`config.mk`:
```
export PLATFORM = sky130hd
export DESIGN_NAME = reg_file_wb
export DESIGN_NICKNAME = d
export VERILOG_FILES = /design/src/rtl/reg_file_wb.sv
export SDC_FILE = /design/constraint.sdc
export NUM_CORES = 2
export LEC_CHECK = 0
export ABC_AREA = 1
export CAP_MARGIN = 20
export CORE_MARGIN = 1
export CORE_UTILIZATION = 46
export DETAILED_ROUTE_END_ITERATION = 8
export PLACE_DENSITY = 0.7
export RECOVER_POWER = 50
export SYNTH_ARGS = -nofsm -noshare
export SYNTH_HDL_FRONTEND = slang
export SYNTH_SLANG_ARGS = --single-unit
```
`constraint.sdc`:
```
create_clock -name clk -period 3.55 [get_ports clk]
set_input_delay 0.355 -clock clk [delete_from_list [all_inputs] [get_ports clk]]
set_output_delay 0.355 -clock clk [all_outputs]
set_load 0.05 [all_outputs]
```
`src/rtl/reg_file_wb.sv`:
```
// Writeback stage register file: selects the WB result, commits it to storage and
// serves two combinational decode read ports with write-through bypass.
module reg_file_wb #(
    parameter int unsigned data_width = 32,
    parameter int unsigned op_width   = 5,
    parameter int unsigned cnt_width  = 16
) (
    input  logic                  clk,
    input  logic                  reset,
    input  logic                  reg_wr_w,
    input  logic                  mem2reg_w,
    input  logic [data_width-1:0] data_w,
    input  logic [data_width-1:0] alu_result_w,
    input  logic [op_width-1:0]   write_reg_w,
    input  logic [op_width-1:0]   rs_addr_d,
    input  logic [op_width-1:0]   rt_addr_d,
    output logic [data_width-1:0] rs_data_d,
    output logic [data_width-1:0] rt_data_d,
    output logic [data_width-1:0] result_w,
    output logic [cnt_width-1:0]  wr_count
);

    localparam int depth = 2 ** op_width;
    localparam logic [cnt_width-1:0] cnt_one = {{(cnt_width-1){1'b0}}, 1'b1};

    logic [data_width-1:0] regs [depth];
    logic [cnt_width-1:0]  wr_count_q;
    logic                  commit;

    assign result_w = mem2reg_w ? data_w : alu_result_w;
    assign commit   = reg_wr_w && (write_reg_w != '0);
    assign wr_count = wr_count_q;

    always_ff @(posedge clk or negedge reset) begin
        if (!reset) begin
            for (int i = 0; i < depth; i++) begin
                regs[i] <= '0;
            end
            wr_count_q <= '0;
        end else begin
            if (commit) begin
                regs[write_reg_w] <= result_w;
                if (wr_count_q != '1) begin
                    wr_count_q <= wr_count_q + cnt_one;
                end
            end
        end
    end

    // r0 is forced to zero on read so a bypass match on address 0 can never leak through.
    always_comb begin
        rs_data_d = regs[rs_addr_d];
        if (rs_addr_d == '0) begin
            rs_data_d = '0;
        end else if (reg_wr_w && (write_reg_w == rs_addr_d)) begin
            rs_data_d = result_w;
        end
    end

    always_comb begin
        rt_data_d = regs[rt_addr_d];
        if (rt_addr_d == '0) begin
            rt_data_d = '0;
        end else if (reg_wr_w && (write_reg_w == rt_addr_d)) begin
            rt_data_d = result_w;
        end
    end

endmodule
```
Placed standard cells:
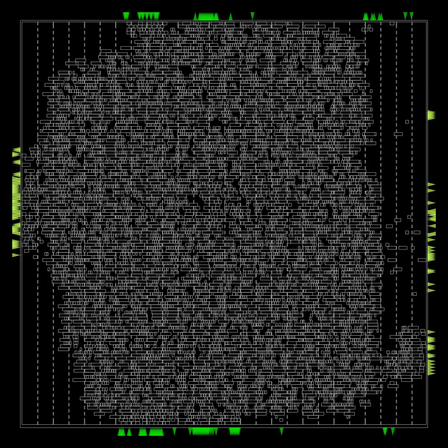
area of the placeable core: 0.1275 mm^2
share of the core filled with cells: 52.49%
Tap Cells: 1662
FILL cells: 12033
Non-Filler Instances: 9696

The metal 1 layer:
(1.5 px per um) Supply wires on this layer in gray. Cells faint in the background.
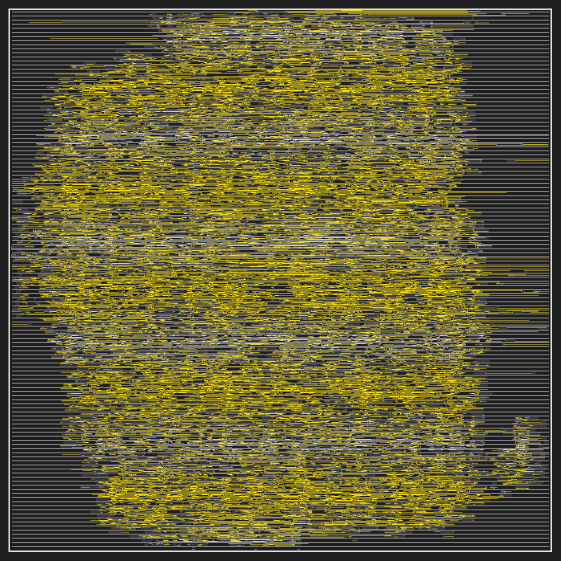
nets with wire on the layer	7442
longest straight run	130 um
met1 usage: 46.56%
total vias in the final route: 59016
final routed wirelength across all metal layers: 232300 um

I/O nets highlighted:
(1 px per um)
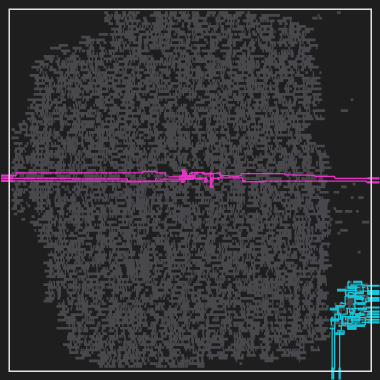
color	port	direction	end cells	buffers	wire
magenta	`write_reg_w`	input	22	8	1070 um
cyan	`wr_count`	output	16	16	723 um
Ports: 195
number of buffer cells added on primary ports: 194

Local utilization:
(1 px per um) The die is cut into 36 by 36 equal tiles; dark blue is low, red is high, 0 to 100% covered.
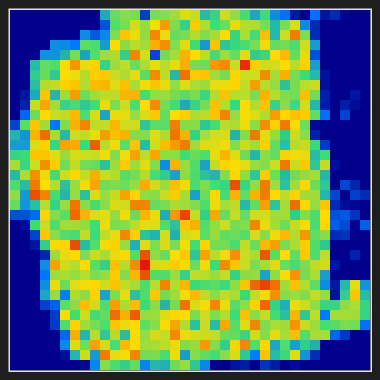
emptiest ninth of the die	upper right
nearly empty tiles	16%
mean over tiles	50%
tiles over 75% full	17%
fullest tile	97%

==> results.txt <==
fresh numbers from the pnr run: outcome=complete, but fails checks, Adder Area Share=less than 1%, highest signal layer in the routed design=met5, power dissipated in the clock network=around 13 mW, number of warning messages in the yosys log=0, sequential power=16.0 mW, number of unique standard cell types used by synthesis=38, sequential area share after synthesis=between 40 and 50%, minimum period implied by the final worst setup slack=around 3.4 ns, total net switching power=around 13 mW, routed wl met2=about 100000 um, clock insertion delay at the later pin of the skew report=roughly 0.73 ns, Initial DRT Pass Iterations=6, critical path depth in cells=6, part of the power in the clock network=33.0%, heaviest power group=sequential cells, maximum fanout encountered on the critical timing path=22, Longest Clk Path Bufs=3, # rows=between 100 and 150, Cells after Synth=between 8000 and 9000, and-or/or-and share of the synthesized area=21.74%, total global routing track utilization=a little over a third, failing checks=capacitance limit, slew limit, Max Clock Freq=approximately 290 MHz, dominant kind of combinational cell=simple AND/OR/NAND/NOR gates, number of max-slew violations in the final report=around 110, worst r2r src=wr_count[0], combinational cell power=between 9 and 10 mW, vias in the first global route=about 54000, largest net degree at the start of global routing=around 150, internal power contribution=25.22 mW, maximum capacitance violations=3, global-route met3 utilization=under 10%, CTS HTree Levels=3, Remaining Overflow, GRT=0, cell with the most instances on the worst path=sky130_fd_sc_hd__clkbuf_1, number of antenna cells inserted=9, post-synth tally of flip-flops with integrated enable=0, Register-to-Register Setup Slack=1.78 ns, number of buffers added by the clock tree synthesis step=between 100 and 150, number of flip-flops in the largest register=between 1000 and 1500, clock skew after layout=0.004840 ns, tightest hold margin=roughly 0.39 ns, final routed DRC violation total=0, number of buffers added for setup after CTS=0
Power and IR drop assume default switching activity.
